### Wires at chosen ports, followed through buffers

Scale bar: 20 um.
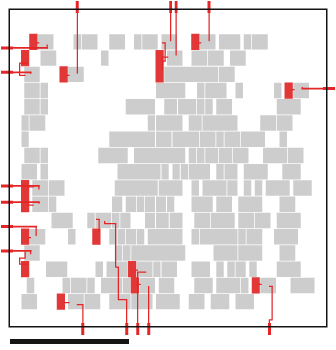
### Met1 routing

Supply wires on this layer in gray.
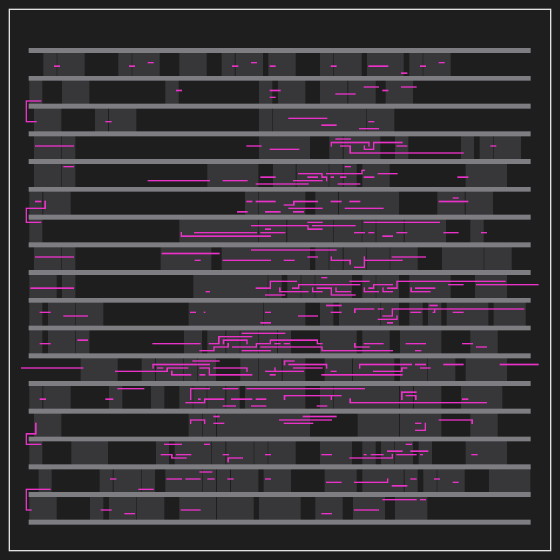
### Met2 routing

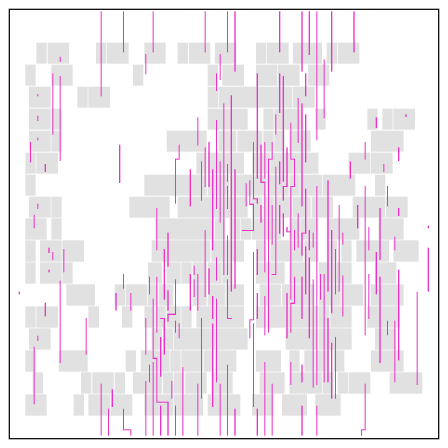
--- src/rtl/cache_ctrl_4way.sv ---
// Control FSM for a 4-way set-associative cache: hit servicing, LRU update, writeback and allocate.
// Optional performance counters are built when CACHE_PERF_CNT_EN is defined.
module cache_ctrl_4way #(
  parameter int WAYS  = 4,
  parameter int CNT_W = 16
) (
  input  logic             clk,
  input  logic             rst,
  input  logic             mem_read,
  input  logic             mem_write,
  output logic             mem_resp,
  input  logic [WAYS-1:0]  hit,
  input  logic [WAYS-1:0]  dirty,
  input  logic [1:0]       lru_way,
  output logic             lru_write,
  output logic [1:0]       lru_in,
  output logic [1:0]       way_sel,
  output logic             load_word,
  output logic             load_line,
  output logic             set_dirty,
  output logic             clr_dirty,
  output logic             addr_sel,
  output logic             pmem_read,
  output logic             pmem_write,
  input  logic             pmem_resp,
  output logic [CNT_W-1:0] hit_count,
  output logic [CNT_W-1:0] miss_count
);

  typedef enum logic [1:0] {IDLE, WRITEBACK, ALLOCATE} state_e;

  state_e     state_q, state_d;
  logic [1:0] victim_q, victim_d;
  logic [1:0] hit_way;
  logic       req, any_hit;

  assign req     = mem_read | mem_write;
  assign any_hit = |hit;

  // Lowest-index hit wins if the datapath ever reports more than one.
  always_comb begin
    hit_way = '0;
    for (int i = WAYS - 1; i >= 0; i--)
      if (hit[i]) hit_way = 2'(i);
  end

  always_comb begin
    state_d    = state_q;
    victim_d   = victim_q;
    mem_resp   = 1'b0;
    lru_write  = 1'b0;
    lru_in     = '0;
    way_sel    = '0;
    load_word  = 1'b0;
    load_line  = 1'b0;
    set_dirty  = 1'b0;
    clr_dirty  = 1'b0;
    addr_sel   = 1'b0;
    pmem_read  = 1'b0;
    pmem_write = 1'b0;
    if (!rst) begin
      unique case (state_q)
        IDLE: begin
          if (req && any_hit) begin
            mem_resp  = 1'b1;
            lru_write = 1'b1;
            lru_in    = hit_way;
            way_sel   = hit_way;
            load_word = mem_write;
            set_dirty = mem_write;
          end else if (req) begin
            victim_d = lru_way;
            state_d  = dirty[lru_way] ? WRITEBACK : ALLOCATE;
          end
        end
        WRITEBACK: begin
          way_sel    = victim_q;
          addr_sel   = 1'b1;
          pmem_write = 1'b1;
          if (pmem_resp) state_d = ALLOCATE;
        end
        ALLOCATE: begin
          way_sel   = victim_q;
          pmem_read = 1'b1;
          // Fill completes here; the CPU retry then hits in IDLE and takes the LRU update.
          if (pmem_resp) begin
            load_line = 1'b1;
            clr_dirty = 1'b1;
            state_d   = IDLE;
          end
        end
        default: state_d = IDLE;
      endcase
    end
  end

  always_ff @(posedge clk) begin
    if (rst) begin
      state_q  <= IDLE;
      victim_q <= '0;
    end else begin
      state_q  <= state_d;
      victim_q <= victim_d;
    end
  end

`ifdef CACHE_PERF_CNT_EN
  logic             filled_q, filled_d;
  logic [CNT_W-1:0] hit_cnt_q, hit_cnt_d, miss_cnt_q, miss_cnt_d;

  // The retry hit following a fill is part of the miss and is not counted as a hit.
  always_comb begin
    filled_d   = filled_q;
    hit_cnt_d  = hit_cnt_q;
    miss_cnt_d = miss_cnt_q;
    if (state_q == IDLE && req && any_hit && !filled_q && !(&hit_cnt_q))
      hit_cnt_d = hit_cnt_q + 1'b1;
    if (state_q == IDLE && req && !any_hit && !(&miss_cnt_q))
      miss_cnt_d = miss_cnt_q + 1'b1;
    if (state_q == ALLOCATE && pmem_resp) filled_d = 1'b1;
    else if (mem_resp)                    filled_d = 1'b0;
  end

  always_ff @(posedge clk) begin
    if (rst) begin
      filled_q   <= 1'b0;
      hit_cnt_q  <= '0;
      miss_cnt_q <= '0;
    end else begin
      filled_q   <= filled_d;
      hit_cnt_q  <= hit_cnt_d;
      miss_cnt_q <= miss_cnt_d;
    end
  end

  assign hit_count  = hit_cnt_q;
  assign miss_count = miss_cnt_q;
`else
  assign hit_count  = '0;
  assign miss_count = '0;
`endif

endmodule
--- config.mk ---
export PLATFORM = sky130hd
export DESIGN_NAME = cache_ctrl_4way
export DESIGN_NICKNAME = d
export VERILOG_FILES = /design/src/rtl/cache_ctrl_4way.sv
export SDC_FILE = /design/constraint.sdc
export NUM_CORES = 1
export LEC_CHECK = 0
export ABC_AREA = 1
export CAP_MARGIN = 20
export CORE_MARGIN = 1.5
export CORE_UTILIZATION = 30
export CTS_BUF_LIST = sky130_fd_sc_hd__clkbuf_8
export CTS_CLUSTER_DIAMETER = 60
export DETAILED_ROUTE_END_ITERATION = 6
export GPL_TIMING_DRIVEN = 0
export PLACE_DENSITY = 0.77
export SETUP_SLACK_MARGIN = 0.02
export SLEW_MARGIN = 10
export SYNTH_ARGS = -nofsm -noshare
export SYNTH_HDL_FRONTEND = slang
export SYNTH_SLANG_ARGS = --single-unit
--- constraint.sdc ---
create_clock -name clk -period 1.4 [get_ports clk]
set_input_delay 0.35 -clock clk [delete_from_list [all_inputs] [get_ports clk]]
set_output_delay 0.35 -clock clk [all_outputs]
set_load 0.02 [all_outputs]
==> impl_report.txt <==
=== SYNTHESIS / PLACE & ROUTE SUMMARY ===
----------------------------------------------------
[Clocking]
  TritonCTS Sinks ........................ 4
  Number of setup buffers added after CTS ........................ 6
  Clock Root Buffer ........................ sky130_fd_sc_hd__clkbuf_8
  TritonCTS clock tree ........................ yes
  CTS H-Tree Depth ........................ 1
  Hold buffer count at cts ........................ 0
  Number of buffers on the longest clock path ........................ 2
  Number of clock buffers inserted by TritonCTS ........................ 3
  Quantity of gates resized following cts ........................ 73
  Clock Latency Late Sink ........................ 0.21 ns

[Worst setup path]
  Data arrival, critical path ........................ 1.46 ns
  Most Frequent Cell on Critical Path ........................ sky130_fd_sc_hd__inv_4
  Number of buffers and inverters on the critical path ........................ 3
  Number of cells on the critical path ........................ 9
  Series of cell instances along the critical path ........................ inv_4 -> ha_4 -> inv_4 -> nor2_4 -> nand2_4 -> nor2_1 -> a21oi_1 -> nor2_2 -> buf_4
  CP Capture Point ........................ way_sel[0]
  CP delay by family, top ........................ simple AND/OR/NAND/NOR gates
  Endpoint type of the worst setup path ........................ output pin
  Logic depth of the worst register-to-register path ........................ 8
  Register-to-register setup slack ........................ 0 ns
  CP Class ........................ reg -> out
  Setup crit start kind ........................ flip-flop
  RR Endpoint ........................ state_q[1]$_SDFFE_PP0P_
  Max incr delay on CP ........................ 0.34 ns
  Critical path fanouts, max ........................ 4
  Reg2reg start ........................ state_q[1]$_SDFFE_PP0P_
  Start point of the critical path ........................ state_q[0]$_SDFFE_PP0P_

[Power]
  Power dissipated by switching net loads ........................ 338 uW
  Combinational cell power ........................ 545 uW
  Design Power ........................ 912 uW
  Switching share of power ........................ 37.1%
  Leakage ........................ 0.000765 uW
  Power in sequential cells ........................ 131 uW
  Cell-internal power ........................ 574 uW
  Max rail drop VDD ........................ 434 uV
  Sequential share of power ........................ 14.4%
  Main power group ........................ combinational logic
  Total power density per cell area ........................ 667 nW/um2
  Power of the clock network ........................ 236 uW
  Part of the power in the clock network ........................ 25.8%
  Combinational Power Share ........................ 59.8%

[Timing]
  Final worst-path cycle share ........................ 129%
  Post-Route Setup TNS ........................ -3.99 ns
  Post-layout minimum cycle time ........................ 1.81 ns
  Worst hold-check slack ........................ 0.521 ns
  Number of pins with negative max-slew slack in the final report ........................ 0
  Maximum frequency from static timing analysis ........................ 554 MHz
  RSZ-0062 raised after global routing ........................ yes
  Min setup slack post-route ........................ -0.406 ns
  Worst clock skew ........................ 0.00588 ns
  Setup-failing EPs final ........................ 14
  Fin. Hold Viols ........................ 0

[Die]
  Core utilization before placement ........................ 32.9%
  Placement row count ........................ 17
  Std-Cell Core Area ........................ 2280 um2
  Tapcells ........................ 28
  Horizontal die dimension ........................ 52.9 um
  Die extent in y ........................ 52.9 um
  Area of the die ........................ 2800 um2

[Synth]
  Seq cells post-synth ........................ 4
  Cell variety after synth ........................ 21
  Netlist area before placement ........................ 748 um2
  Synth Area in Adders ........................ 6.69%
  Mean instance size in the synthesized netlist ........................ 6.80 um2
  Main kind of combinational logic by area ........................ buffers and inverters
  Chip area from the yosys synthesis statistics ........................ 748 um2
  Parity-gate share of the synthesized area counting xor and xnor cells ........................ 0%
  Yosys warns ........................ 0
  Library cell with the highest instance count after synthesis ........................ sky130_fd_sc_hd__buf_4
  Yosys stat cell total ........................ 110
  Mux share of post-synthesis cell area ........................ 0%
  Number of flops mapped to enable cells by yosys ........................ 0
  Post-synth top area share ........................ 36.1%
  Post-synthesis cell type with the largest combined area ........................ sky130_fd_sc_hd__buf_4
  Compound Share, Synth ........................ 8.70%
  And+or+nand+nor area frac ........................ 28.3%
  Register area share after synthesis ........................ 10.7%
  Top cells, area ........................ sky130_fd_sc_hd__buf_4, sky130_fd_sc_hd__dfxtp_1, sky130_fd_sc_hd__inv_1
  Most frequent cells after synthesis ........................ sky130_fd_sc_hd__buf_4, sky130_fd_sc_hd__inv_1, sky130_fd_sc_hd__nor2_1, sky130_fd_sc_hd__nand2_1
  Proportion of synthesized flip-flops having asynchronous set or reset ........................ 0%
  Flip-flop cell with the highest count after synthesis ........................ sky130_fd_sc_hd__dfxtp_1
  Cells after Synth ........................ 110

[Layout]
  Number of diodes added for antenna fixing ........................ 0
  Sequential Area ........................ 85.1 um2
  Sequential cell area share ........................ 6.23%
  Largest contributor to cell area by class ........................ non-clock buffers
  Total number of sequential cells ........................ 4
  Finished Core Util ........................ 60.0%
  Number of non-clock buffers in the layout ........................ 75
  Total area of multi-input combinational cells ........................ 515 um2
  Number of standard cells in the final layout excluding fillers ........................ 210
  Fill cell instance count of the final layout ........................ 221
  Fraction of area in clock buffers and inverters ........................ 3.02%
  Fraction of layout instances using a drive strength above 1 ........................ 50.0%
  Number of nets in the final layout ........................ 203
  Layout multi-input combinational cell count ........................ 83
  Share of final layout cell area taken by non-clock buffers ........................ 45.2%
  Combinational fraction of the cell area ........................ 37.7%
  Invs w/o clock ........................ 17
  Signed area change from the synthesized netlist to the final layout ........................ 82.6%
  Final Instance Area ........................ 1370 um2
  Layout clock buffers ........................ 3

[Global routing]
  Pin count of the biggest net entering global routing ........................ 9
  First-pass GRT wire length ........................ 2310 um
  Grt total ovfl ........................ 0
  Initial antenna violation count ........................ 0
  GR Util All Layers ........................ 11.3%
  Via count of the first global-routing pass ........................ 629

[Drt]
  Vias per cell ........................ 3.62
  Post-route DRC ........................ 0
  Count of TritonRoute iterations in the first routing pass ........................ 2
  Detailed Route Iter0 Violations ........................ 2
  Post-DRT Antenna Nets ........................ 0
  Final routed wire length divided by cell count ........................ 8.09 um

[Worst hold path]
  Hold crit path type ........................ reg -> reg
  Hold Path Cell Cnt ........................ 2
  Hold path startpoint ........................ state_q[0]$_SDFFE_PP0P_
  Hold Path End ........................ state_q[0]$_SDFFE_PP0P_

[Flow run]
  MaxCap Viol Count ........................ 0
  Number of OpenROAD warnings ........................ 32

[Placement]
  Routability congestion estimate ........................ 0.720
  Placed insts ........................ 195
  Worst-case setup slack after placement ........................ -1.09 ns
  Placement-stage cell area ........................ 1210 um2
  Detailed placer's ending HPWL ........................ 1330 um

[Run status]
  Violated checks ........................ setup timing
  Run status ........................ finished with violations

----------------------------------------------------
-- 'Wires at chosen ports, followed through buffers' (at the start) --
| color | port | bits | direction | edge | end cells | wire |
|---|---|---|---|---|---|---|
| red | `miss_count` | 16 | output | 6 west, 5 south, 4 north, 1 east | 16 | 132 um |
I/O pin cnt: 60
input/output buffers: 26

-- 'Met1 routing' (at the start) --
share of all routed wire: 32%
nets with wire on the layer: 155
wire length on this layer: 546 um
longest straight run: 13.3 um
met1 Track Usage GR: 9.34%
detailed-route wire length: 1700 um
count of vias placed by the detailed router: 761

-- 'Met2 routing' (at the start) --
longest straight run: 24.5 um
nets with wire on the layer: 164
grt met2 use: 24.6%

==> sequential cells by signal (all words and copies together) (netlist names) <==
name / cells
victim_q: 2
state_q: 2
==> layer usage <==
| layer | vias to the layer above | GRT usage [%] | part of all wire, % |
|---|---|---|---|
| met1 | 324 | 9.34 | 32 |
| met3 | 0 | 2.82 | 7.7 |
| met2 | 29 | 24.6 | 60 |
| met4 | 0 | 3.85 | 0 |
| li1 | 408 | - | - |
| met5 | - | 0 | 0 |
==> layout by cell type (no fill, tap or decap), drive strengths merged <==
cell type and n:
clkbuf 4, nand4 1, ha 4, buf 60, clkdlybuf4s50 7, nor2 17, nor3 1, conb 32
dfxtp 4, a21oi 5, dlygate4sd2 6, nand3 5, clkdlybuf4s15 1, or2 1, inv 17, o21ai 5
nand2 12
Power is estimated from default activity; no workload was simulated.
